===== src/rtl/count_rate_controller_if.sv =====
// Board-side bundle for the count-rate controller: switches and buttons in,
// count-enable and status out.
interface count_rate_controller_if;
    logic [1:0] Sel;
    logic       RunBtn;
    logic       StepBtn;
    logic       CountEn;
    logic       Running;
    logic [1:0] SelQ;

    modport master (
        output Sel,
        output RunBtn,
        output StepBtn,
        input  CountEn,
        input  Running,
        input  SelQ
    );

    modport slave (
        input  Sel,
        input  RunBtn,
        input  StepBtn,
        output CountEn,
        output Running,
        output SelQ
    );
endinterface


===== src/rtl/count_rate_controller.sv =====
// Single-clock count sequencer: turns rate switches and run/step buttons
// into a one-cycle enable pulse for the lab up-counter.
module count_rate_controller #(
    parameter int BASE_LOG2  = 20,
    parameter int DEB_CYCLES = 16
) (
    input  logic                   Clk,
    input  logic                   Rst,
    count_rate_controller_if.slave bus
);
    localparam int PW = BASE_LOG2 + 7;
    localparam int DW = $clog2(DEB_CYCLES + 1);
    localparam logic [DW-1:0] DEB_MAX = DW'(DEB_CYCLES);
    localparam logic [PW-1:0] ONES = '1;

    typedef enum logic {
        PAUSED = 1'b0,
        RUN    = 1'b1
    } state_e;

    logic [1:0] raw;
    logic [1:0] press;

    assign raw = {bus.StepBtn, bus.RunBtn};

    for (genvar b = 0; b < 2; b++) begin : g_btn
        logic          meta_q;
        logic          sync_q;
        logic          lvl_q;
        logic          lvl_d;
        logic          lvl_dly_q;
        logic          press_q;
        logic          press_d;
        logic [DW-1:0] cnt_q;
        logic [DW-1:0] cnt_d;

        // Level only moves after DEB_CYCLES consecutive disagreeing samples.
        always_comb begin
            lvl_d   = lvl_q;
            cnt_d   = '0;
            press_d = lvl_q & ~lvl_dly_q;
            if (cnt_q == DEB_MAX) begin
                lvl_d = sync_q;
            end else if (sync_q != lvl_q) begin
                cnt_d = cnt_q + 1'b1;
            end
        end

        always_ff @(posedge Clk or posedge Rst) begin
            if (Rst) begin
                meta_q    <= 1'b0;
                sync_q    <= 1'b0;
                lvl_q     <= 1'b0;
                lvl_dly_q <= 1'b0;
                press_q   <= 1'b0;
                cnt_q     <= '0;
            end else begin
                meta_q    <= raw[b];
                sync_q    <= meta_q;
                lvl_q     <= lvl_d;
                lvl_dly_q <= lvl_q;
                press_q   <= press_d;
                cnt_q     <= cnt_d;
            end
        end

        assign press[b] = press_q;
    end

    state_e        state_q;
    state_e        state_d;
    logic [PW-1:0] presc_q;
    logic [PW-1:0] presc_d;
    logic [PW-1:0] term;
    logic [1:0]    sel_q;
    logic          ce_q;
    logic          ce_d;
    logic          run_q;
    logic          run_press;
    logic          step_press;
    logic          sel_change;

    assign run_press  = press[0];
    assign step_press = press[1];
    assign sel_change = (bus.Sel != sel_q);

    // Terminal count is 2^(BASE_LOG2+2*sel)-1, i.e. ONES with 7-2*sel bits dropped.
    assign term = ONES >> (3'd7 - {sel_q, 1'b0});

    always_comb begin
        state_d = state_q;
        presc_d = presc_q;
        ce_d    = 1'b0;
        unique case (state_q)
            PAUSED: begin
                presc_d = '0;
                if (run_press) begin
                    state_d = RUN;
                end else if (step_press) begin
                    ce_d = 1'b1;
                end
            end
            RUN: begin
                if (run_press) begin
                    state_d = PAUSED;
                    presc_d = '0;
                end else if (sel_change) begin
                    presc_d = '0;
                end else if (presc_q == term) begin
                    presc_d = '0;
                    ce_d    = 1'b1;
                end else begin
                    presc_d = presc_q + 1'b1;
                end
            end
        endcase
    end

    always_ff @(posedge Clk or posedge Rst) begin
        if (Rst) begin
            state_q <= PAUSED;
            presc_q <= '0;
            sel_q   <= 2'b00;
            ce_q    <= 1'b0;
            run_q   <= 1'b0;
        end else begin
            state_q <= state_d;
            presc_q <= presc_d;
            sel_q   <= bus.Sel;
            ce_q    <= ce_d;
            run_q   <= (state_d == RUN);
        end
    end

    assign bus.CountEn = ce_q;
    assign bus.Running = run_q;
    assign bus.SelQ    = sel_q;

`ifndef SYNTHESIS
    a_no_back_to_back : assert property (
        @(posedge Clk) disable iff (Rst) bus.CountEn |=> !bus.CountEn
    );
`endif
endmodule

===== src/flat_wrapper.sv =====
// flat-port wrapper written by rule: the top's interface ports become plain ports
module count_rate_controller_flat 
#(
    parameter int BASE_LOG2  = 20,
    parameter int DEB_CYCLES = 16
)
  (Clk, Rst, bus_Sel, bus_RunBtn, bus_StepBtn, bus_CountEn, bus_Running, bus_SelQ);
  count_rate_controller_if bus_i ();
  input  logic Clk;
  input  logic Rst;
  input wire logic [$bits(bus_i.Sel)-1:0] bus_Sel;
  input wire logic [$bits(bus_i.RunBtn)-1:0] bus_RunBtn;
  input wire logic [$bits(bus_i.StepBtn)-1:0] bus_StepBtn;
  output wire logic [$bits(bus_i.CountEn)-1:0] bus_CountEn;
  output wire logic [$bits(bus_i.Running)-1:0] bus_Running;
  output wire logic [$bits(bus_i.SelQ)-1:0] bus_SelQ;
  assign bus_i.Sel = bus_Sel;
  assign bus_i.RunBtn = bus_RunBtn;
  assign bus_i.StepBtn = bus_StepBtn;
  assign bus_CountEn = bus_i.CountEn;
  assign bus_Running = bus_i.Running;
  assign bus_SelQ = bus_i.SelQ;
  count_rate_controller #(.BASE_LOG2(BASE_LOG2), .DEB_CYCLES(DEB_CYCLES)) u_core (.Clk(Clk), .Rst(Rst), .bus(bus_i));
endmodule

===== config.mk =====
export PLATFORM = sky130hd
export DESIGN_NAME = count_rate_controller_flat
export DESIGN_NICKNAME = d
export VERILOG_FILES = /design/src/rtl/count_rate_controller_if.sv /design/src/rtl/count_rate_controller.sv /design/src/flat_wrapper.sv
export SDC_FILE = /design/constraint.sdc
export NUM_CORES = 1
export LEC_CHECK = 0
export CORE_ASPECT_RATIO = 1.2
export CORE_MARGIN = 1.5
export CORE_UTILIZATION = 40
export DETAILED_ROUTE_END_ITERATION = 10
export PLACE_DENSITY = 0.63
export SLEW_MARGIN = 40
export SYNTH_ARGS = -nofsm -noshare
export SYNTH_HDL_FRONTEND = slang
export SYNTH_SLANG_ARGS = --single-unit

===== constraint.sdc =====
create_clock -name Clk -period 2.2 [get_ports Clk]
set_input_delay 0.44 -clock Clk [delete_from_list [all_inputs] [get_ports Clk]]
set_output_delay 0.44 -clock Clk [all_outputs]
set_load 0.02 [all_outputs]

==> metrics.json <==
{
  "job": {
    "drv.max_cap_violation_count": 0,
    "openroad_warnings": 28
  },
  "worst_setup_path": {
    "cp_max_fo": 9,
    "endpoint_kind": "flip-flop"
  },
  "global_routing": {
    "grt_antenna_before_repair": 0
  },
  "power_and_ir_drop": {
    "p_sw_uw": 401.5,
    "p_leak_nw": 1.118,
    "swShare_pct": 24.77
  },
  "final_timing": {
    "setup-violations-final": 0,
    "post-route-period-util_pct": 93.15,
    "final-hold-violation-count": 0,
    "slew_headroom_pct": 65.17
  },
  "floorplan": {
    "die_h_um": 88.34
  },
  "outcome": {
    "status": "finished, final reports clean"
  },
  "finish": {
    "num_antenna_cells": 0,
    "final_net_count": 241
  },
  "clock_tree": {
    "htree_levels": 2,
    "clockRootBuffer": "sky130_fd_sc_hd__clkbuf_8",
    "tritoncts.num_buffers": 5
  },
  "place": {
    "numPlacedInstances": 303
  }
}
-- logic make-up after synthesis --
logic type,after synthesis,share of synthesized area [%]
AND-OR/OR-AND,30,9.433
multiplexers,2,0.9278
XOR/XNOR,24,8.660
buffers and inverters,18,4.123
AND/OR/NAND/NOR,88,21.70
flip-flops,51,52.58
adder cells (fa/ha/maj),5,2.577
-- power by group through the flow --
stage	clock, mW	combinational (mW)	sequential (mW)
after floorplan	0	0.0434	0.984
after global placement	0	0.0745	0.984
after detailed placement	0	0.0753	0.984
after CTS	0.613	0.0758	0.966
after global routing	0.640	0.0853	0.968
final	0.583	0.0729	0.966
-- final timing paths --
check | end | start | cells after the start | slack [ns]
worst max register to register | u_core.presc_q[18] | u_core.presc_q[0] | 5 | 0.15
worst min-delay path | u_core.g_btn[1].sync_q | u_core.g_btn[1].meta_q | 0 | 0.36
worst max-delay path | u_core.presc_q[18] | u_core.presc_q[0] | 5 | 0.15
worst min register to register | u_core.g_btn[1].sync_q | u_core.g_btn[1].meta_q | 0 | 0.36
max in group asynchronous | u_core.presc_q[6] | Rst | 3 | 1.50
min in group asynchronous | u_core.g_btn[1].meta_q | Rst | 3 | 0.47
-- metrics by stage --
stage | area, um^2 | utilization, % | worst slack, ns | power, mW
3_5_place_dp | 2605 | 45.36 | 0.1106 | 1.060
5_1_grt | 2703 | 47.06 | 0.04381 | 1.694
6_report | 2703 | 47.06 | 0.1507 | 1.621
3_3_place_gp | 2605 | 45.36 | 0.1533 | 1.058
2_1_floorplan | 2427 | - | 0.2521 | 1.027
4_1_cts | 2703 | 47.06 | 0.1585 | 1.655
-- metal layers --
layer  vias to the layer above  part of all wire, %
met4                         0                  1.7
met5                         -                    0
li1                        821                    -
met1                       847                   47
met3                         7                  1.9
met2                        14                   49
-- area by class of cell --
type,instances,area (um^2),area share (%)
Sequential cell,51,1276,47.22
Clock inverter,3,28.78,1.065
Clock buffer,5,68.82,2.546
Timing Repair Buffer,15,147.6,5.463
Tap cell,80,100.1,3.704
Inverter,8,30.03,1.111
Multi-Input combinational cell,149,1051,38.89
-- Yosys cell counts (all sizes together), types with 6 or more instances --
| cell type | instances | area [um^2] |
|---|---|---|
| nand4 | 8 | 71.32 |
| nand2 | 10 | 37.54 |
| buf | 6 | 55.05 |
| nand3 | 11 | 55.05 |
| dfrtp | 51 | 1276 |
| and4 | 6 | 56.30 |
| nor2 | 12 | 45.04 |
| xor2 | 15 | 131.4 |
| inv | 8 | 30.03 |
| a211oi | 7 | 52.55 |
| xnor2 | 9 | 78.83 |
| o31ai | 6 | 45.04 |
| nor3 | 18 | 90.09 |
-- critical path, cell delays in order (launching register included) --
cell	delay, ns
sky130_fd_sc_hd__dfrtp_1	0.41
sky130_fd_sc_hd__ha_1	0.20
sky130_fd_sc_hd__nand3_1	0.18
sky130_fd_sc_hd__or3_1	0.53
sky130_fd_sc_hd__or4_1	0.51
sky130_fd_sc_hd__a21oi_1	0.15
-- placed cells by master, fill, tap and decap left out, drive strengths merged, types with 7 or more instances in the layout --
cell type and count:
a211oi 7, xnor2 9, dfrtp 51, nor2 12, nand3 11, clkdlybuf4s50 9, nor3 18, inv 9
xor2 15, nand4 8, nand2 10
### Signal wires on met1

Scale bar: 20 um.
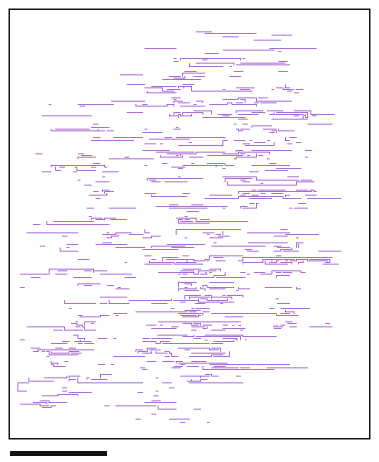
wire length on this layer: 2010 um
main direction: horizontal
share of all routed wire: 47%
nets with wire on the layer: 219
routed wire length: 4273 um
via count: 1689

### Signal wires on met2

Scale bar: 20 um.
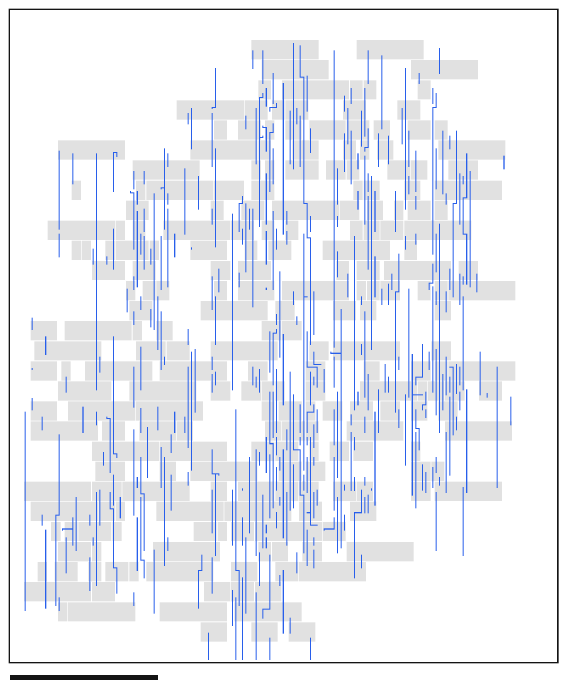
share of all routed wire: 49%
main direction: vertical
nets with wire on the layer: 205
longest straight run: 40.1 um
wire length on this layer: 2110 um
fraction of met2 tracks used by global routing: 24.19%

### M3 wires

Scale bar: 20 um.
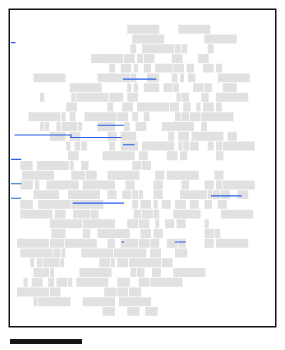
wire length on this layer: 83.2 um
nets with wire on the layer: 7
longest straight run: 15.6 um
main direction: horizontal
Global Route met3 Usage: 3.075%

### Cell area per tile

The die is cut into 7 by 9 equal tiles; white is low, dark blue is high, 0 to 100% covered.
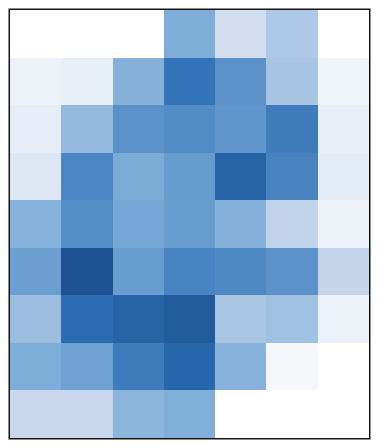
fullest tile: 87%
emptiest ninth of the die: bottom right
tiles over 75% full: 9.5%
utilization after layout: 47.06%
Init Core Util: 42.27%
Core Region: 5743 um^2

Power figures rest on the tool's default switching activity, not on a simulated workload.
